Figure 1. Sequential cells coloured by netlist name.
(8 px per micron)
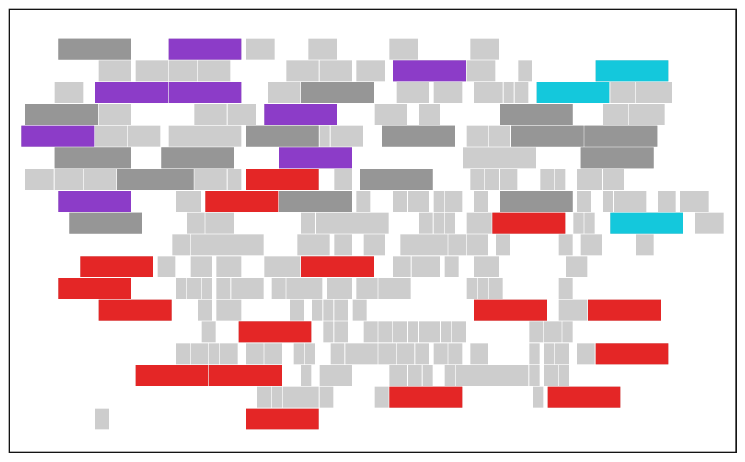
Figure 2. I/O nets highlighted.
(6 px per micron)
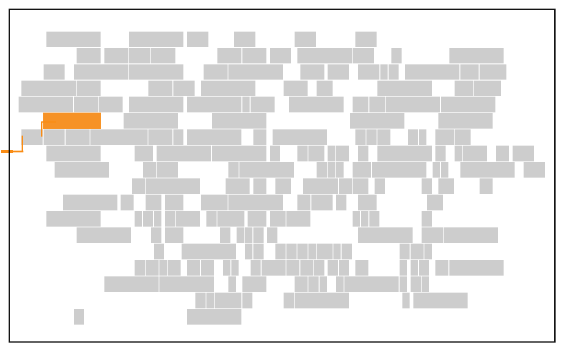
--- src/rtl/uart_rx.sv ---
// uart_rx: 8N1 UART receiver with mid-bit sampling and a valid/ack byte handoff.
// Latency: rx_valid rises 3 + (CLKS_PER_BIT-1)/2 + 9*CLKS_PER_BIT cycles after Rx is first sampled low.
// Backpressure: none on the wire; an unacknowledged byte is overwritten by the next good frame and flags overrun.
//
// Ports:
//   CLK          system clock, all state on the rising edge
//   reset        asynchronous active-low reset
//   Rx           serial line, idle high, asynchronous to CLK
//   uart_select  enables start-bit detection while idle
//   rx_ack       consumer acknowledge for RX_Data
//   RX_Data      last received byte
//   rx_valid     RX_Data holds an unacknowledged byte
//   rx_busy      receiver is inside a frame (or waiting out a break)
//   frame_err    last frame ended with a low stop bit
//   overrun      a byte was overwritten before it was acknowledged (sticky)
module uart_rx #(
  parameter int CLKS_PER_BIT = 434,
  parameter int CNT_W        = 16
) (
  input  logic       CLK,
  input  logic       reset,
  input  logic       Rx,
  input  logic       uart_select,
  input  logic       rx_ack,
  output logic [7:0] RX_Data,
  output logic       rx_valid,
  output logic       rx_busy,
  output logic       frame_err,
  output logic       overrun
);

  localparam logic [CNT_W-1:0] HALF = CNT_W'((CLKS_PER_BIT - 1) / 2);
  localparam logic [CNT_W-1:0] LAST = CNT_W'(CLKS_PER_BIT - 1);

  typedef enum logic [2:0] {
    ST_IDLE,
    ST_START,
    ST_DATA,
    ST_STOP,
    ST_BREAK
  } state_t;

  state_t           state,   state_n;
  logic [CNT_W-1:0] cnt,     cnt_n;
  logic [2:0]       bit_idx, bit_idx_n;
  logic [7:0]       shreg,   shreg_n;
  logic [7:0]       data_n;
  logic             valid_n;
  logic             ferr_n;
  logic             overrun_n;
  logic             ack_acc;

  // Two-flop synchroniser; the line idles high so both flops reset to 1.
  logic rx_meta;
  logic rx_s;

  always_ff @(posedge CLK or negedge reset) begin
    if (!reset) begin
      rx_meta <= 1'b1;
      rx_s    <= 1'b1;
    end else begin
      rx_meta <= Rx;
      rx_s    <= rx_meta;
    end
  end

  // State register
  always_ff @(posedge CLK or negedge reset) begin
    if (!reset) begin
      state     <= ST_IDLE;
      cnt       <= '0;
      bit_idx   <= '0;
      shreg     <= '0;
      RX_Data   <= '0;
      rx_valid  <= 1'b0;
      frame_err <= 1'b0;
      overrun   <= 1'b0;
    end else begin
      state     <= state_n;
      cnt       <= cnt_n;
      bit_idx   <= bit_idx_n;
      shreg     <= shreg_n;
      RX_Data   <= data_n;
      rx_valid  <= valid_n;
      frame_err <= ferr_n;
      overrun   <= overrun_n;
    end
  end

  // Next-state and output logic
  always_comb begin
    state_n   = state;
    cnt_n     = cnt;
    bit_idx_n = bit_idx;
    shreg_n   = shreg;
    data_n    = RX_Data;
    ferr_n    = frame_err;
    // An acknowledge only counts while a byte is actually pending.
    ack_acc   = rx_ack & rx_valid;
    valid_n   = rx_valid & ~ack_acc;
    overrun_n = overrun & ~ack_acc;

    case (state)
      ST_IDLE: begin
        if (!rx_s && uart_select) begin
          state_n = ST_START;
          cnt_n   = '0;
        end
      end

      ST_START: begin
        if (cnt == HALF) begin
          cnt_n = '0;
          if (!rx_s) begin
            state_n   = ST_DATA;
            bit_idx_n = '0;
          end else begin
            // Line went back high before mid-bit: treat as a glitch.
            state_n = ST_IDLE;
          end
        end else begin
          cnt_n = cnt + CNT_W'(1);
        end
      end

      ST_DATA: begin
        if (cnt == LAST) begin
          cnt_n     = '0;
          // LSB arrives first, so shift right and enter at the MSB.
          shreg_n   = {rx_s, shreg[7:1]};
          bit_idx_n = bit_idx + 3'd1;
          if (bit_idx == 3'd7) begin
            state_n = ST_STOP;
          end
        end else begin
          cnt_n = cnt + CNT_W'(1);
        end
      end

      ST_STOP: begin
        if (cnt == LAST) begin
          cnt_n = '0;
          if (rx_s) begin
            data_n  = shreg;
            valid_n = 1'b1;
            ferr_n  = 1'b0;
            // Overwriting a pending byte is an overrun unless it is being
            // acknowledged on this very edge.
            if (rx_valid && !rx_ack) begin
              overrun_n = 1'b1;
            end
            state_n = ST_IDLE;
          end else begin
            ferr_n  = 1'b1;
            state_n = ST_BREAK;
          end
        end else begin
          cnt_n = cnt + CNT_W'(1);
        end
      end

      ST_BREAK: begin
        // Hold off until the line recovers so a stuck-low line cannot
        // masquerade as a stream of start bits.
        if (rx_s) begin
          state_n = ST_IDLE;
        end
      end

      default: begin
        state_n = ST_IDLE;
        cnt_n   = '0;
      end
    endcase
  end

  assign rx_busy = (state != ST_IDLE);

endmodule

--- config.mk ---
export PLATFORM = sky130hd
export DESIGN_NAME = uart_rx
export DESIGN_NICKNAME = d
export VERILOG_FILES = /design/src/rtl/uart_rx.sv
export SDC_FILE = /design/constraint.sdc
export NUM_CORES = 1
export LEC_CHECK = 0
export CAP_MARGIN = 10
export CORE_ASPECT_RATIO = 0.6
export CORE_UTILIZATION = 44
export CTS_BUF_LIST = sky130_fd_sc_hd__clkbuf_16
export DETAILED_ROUTE_END_ITERATION = 7
export PLACE_DENSITY = 0.63
export SLEW_MARGIN = 20
export SYNTH_ARGS = -nofsm -noshare
export SYNTH_HDL_FRONTEND = slang
export SYNTH_SLANG_ARGS = --single-unit
--- constraint.sdc ---
create_clock -name CLK -period 3.9 [get_ports CLK]
set_input_delay 0.78 -clock CLK [delete_from_list [all_inputs] [get_ports CLK]]
set_output_delay 0.78 -clock CLK [all_outputs]
set_load 0.02 [all_outputs]
==> flow_summary.ini <==
; generated from flow reports
[timing]
slew_headroom = 0.372
final-hold-violation-count = 0
final.setup.tns_ps = 0
fin_skew_ps = 4.35
rsz0062_at_grt = false
worst_pin_slew_ps = 942
period_used_share = 0.733
drv_slew = 0

[drt]
routed.top_layer = met4
drt-met1-wl_microns = 2090
ant_nets = 0
drt_iter0_markers = 89
met3_length_microns = 322
dr.pass1.iters = 6
drc = 0
wl_met2_microns = 1890
wire_per_inst_microns = 16.2
vias = 1590
wirelength_microns = 4360
via_per_inst = 5.91

[synth]
ys_cells = 193
syn_inst = 193
ys_area_sq_um = 2080
ys_warn_count = 0
synth_cell_types = 37
ys_ff = 43
syn_avg_cell_area_sq_um = 10.8
synth_seq_share = 0.520

[layout]
fillCellCount = 348
fin_util = 0.559
layout-drive-gt1-share = 0.163
lay_top_cells = 41 x dfrtp_1, 17 x mux2_2, 15 x a21oi_1, 15 x clkdlybuf4s50_1, 14 x nand2_1
antenna_cells = 0
final_nets = 218

[clock_tree]
cts_resized = 0
path_clk_slew_ps = 60
clockBufferDepth = 2
cts_buffers = 5
htreeDepth = 2
cts_root_buf = clkbuf_16
clkLatencyLatePin_ps = 280
hold_buffers = 0
postCtsSetupRepairBufs = 0

[flow_run]
cap_violations = 0
warning_count = 28

[worst_hold_path]
hold_path.class = flop to flop

[global_routing]
gr-usage-met1 = 0.289
grt_max_degree = 44
use_met2 = 0.268
grt_usage = 0.191
grt_pass1_vias = 1469
grt_busiest_layer = met1
grt_pass1_wl_microns = 7440
grt-ovfl-total = 0

[pwr]
power.density_nw_per_um2 = 512
p_leak_nw = 1.10
peakVddDrop_mv = 0.288

[die]
row_count = 18
die_w_microns = 90.7
fp_util = 0.483

[worst_setup_path]
path_max_fanout = 28
critical_path_class = flop to flop
reg2reg_depth = 7

[placement]
gp_congestion = 0.813
dp.final_hpwl_microns = 2920

[status]
outcome = finished, final reports clean
Back to the opening pictures, Figure 1:
Key: red = cnt [placed flops 16]; purple = RX_Data [placed flops 8]; cyan = bit_idx [placed flops 3]

Back to the opening pictures, Figure 2:
Key: orange = Rx [bits 1, direction input, edge left, end cells 1, buffers 1, wire 8.80 microns]

-- power by group --
| part | switching [mW] | total [mW] | internal [mW] |
|---|---|---|---|
| Clock | 0.176 | 0.415 | 0.239 |
| Combinational | 0.108 | 0.199 | 0.0903 |
| Sequential | 0.105 | 0.619 | 0.514 |
-- synth_stat cells, drive strengths merged --
cell type | number | area, sq um
a21oi | 15 | 75.1
or3b | 1 | 8.76
o21ai | 10 | 50.0
a2111oi | 1 | 8.76
a32o | 1 | 10.0
nor2b | 1 | 6.26
nor2 | 11 | 41.3
and4 | 1 | 8.76
o31ai | 1 | 7.51
a41oi | 2 | 17.5
nand2 | 14 | 52.6
o21a | 2 | 15.0
nand2b | 5 | 31.3
nand4 | 2 | 12.5
a31oi | 8 | 50.1
dfrtp | 41 | 1030
a22o | 2 | 17.5
nor3 | 7 | 46.3
a221o | 2 | 20.0
or3 | 2 | 12.5
a21o | 1 | 7.51
buf | 6 | 48.8
a211oi | 1 | 7.51
ha | 5 | 62.6
xnor2 | 1 | 8.76
nand3 | 11 | 55.1
or4bb | 2 | 22.5
mux2 | 17 | 191
or4 | 5 | 45.0
and3 | 3 | 18.8
dfstp | 2 | 52.6
inv | 6 | 22.5
clkbuf | 4 | 15.0
-- final timing paths --
path                                    start                    to  slack, ps
setup / recovery           cnt[0]$_DFFE_PN0P_   cnt[12]$_DFFE_PN0P_       1040
hold / removal              rx_meta$_DFF_PN1_        rx_s$_DFF_PN1_        360
setup reg to reg           cnt[0]$_DFFE_PN0P_   cnt[12]$_DFFE_PN0P_       1040
hold reg to reg             rx_meta$_DFF_PN1_        rx_s$_DFF_PN1_        360
max in group asynchronous               reset  state[2]$_DFFE_PN0P_       2680
min in group asynchronous               reset    cnt[8]$_DFFE_PN0P_        640
-- sequential cells by signal, summed over array words and instances, names as in the netlist, named ones only --
name       cells
rx_meta        1
bit_idx        3
state          3
shreg          8
frame_err      1
cnt           16
rx_valid       1
RX_Data        8
rx_s           1
-- logic make-up after synthesis --
family          after synthesis  share of synthesized area
xor+xnor                      1                    0.00422
compound gates               46                      0.138
simple gates                 65                      0.174
flops                        43                      0.520
buf+inv                      16                     0.0416
mux                          17                     0.0922
fa+ha+maj                     5                     0.0301
-- worst max-delay path, cell delays in order, from the launching register on --
cell and delay (ps):
dfrtp_1 410, inv_1 110, ha_1 160, or4bb_1 480, or4_1 440, a32o_1 570
and3_1 310, a221o_1 250
-- cell type report --
type,instances,area [sq um],area share
Timing Repair Buffer,18,170,0.0707
Tap cell,60,75.1,0.0312
Multi-Input combinational cell,134,911,0.379
Clock inverter,3,23.8,0.00988
Sequential cell,43,1080,0.448
Clock buffer,5,125,0.0520
Inverter,6,22.5,0.00936
-- metrics by stage --
step | std cells | total power [mW] | cell area (sq um) | hold WS (ps) | worst slack (ps)
floorplan | 193 | 0.751 | 2080 | 345 | 1390
global placement | 261 | 0.798 | 2260 | 349 | 1160
detailed placement | 261 | 0.816 | 2260 | 347 | 1090
CTS | 269 | 1.23 | 2410 | 356 | 1080
global route | 269 | 1.30 | 2410 | 365 | 927
finish | 269 | 1.23 | 2410 | 358 | 1040
Power figures rest on the tool's default switching activity, not on a simulated workload.
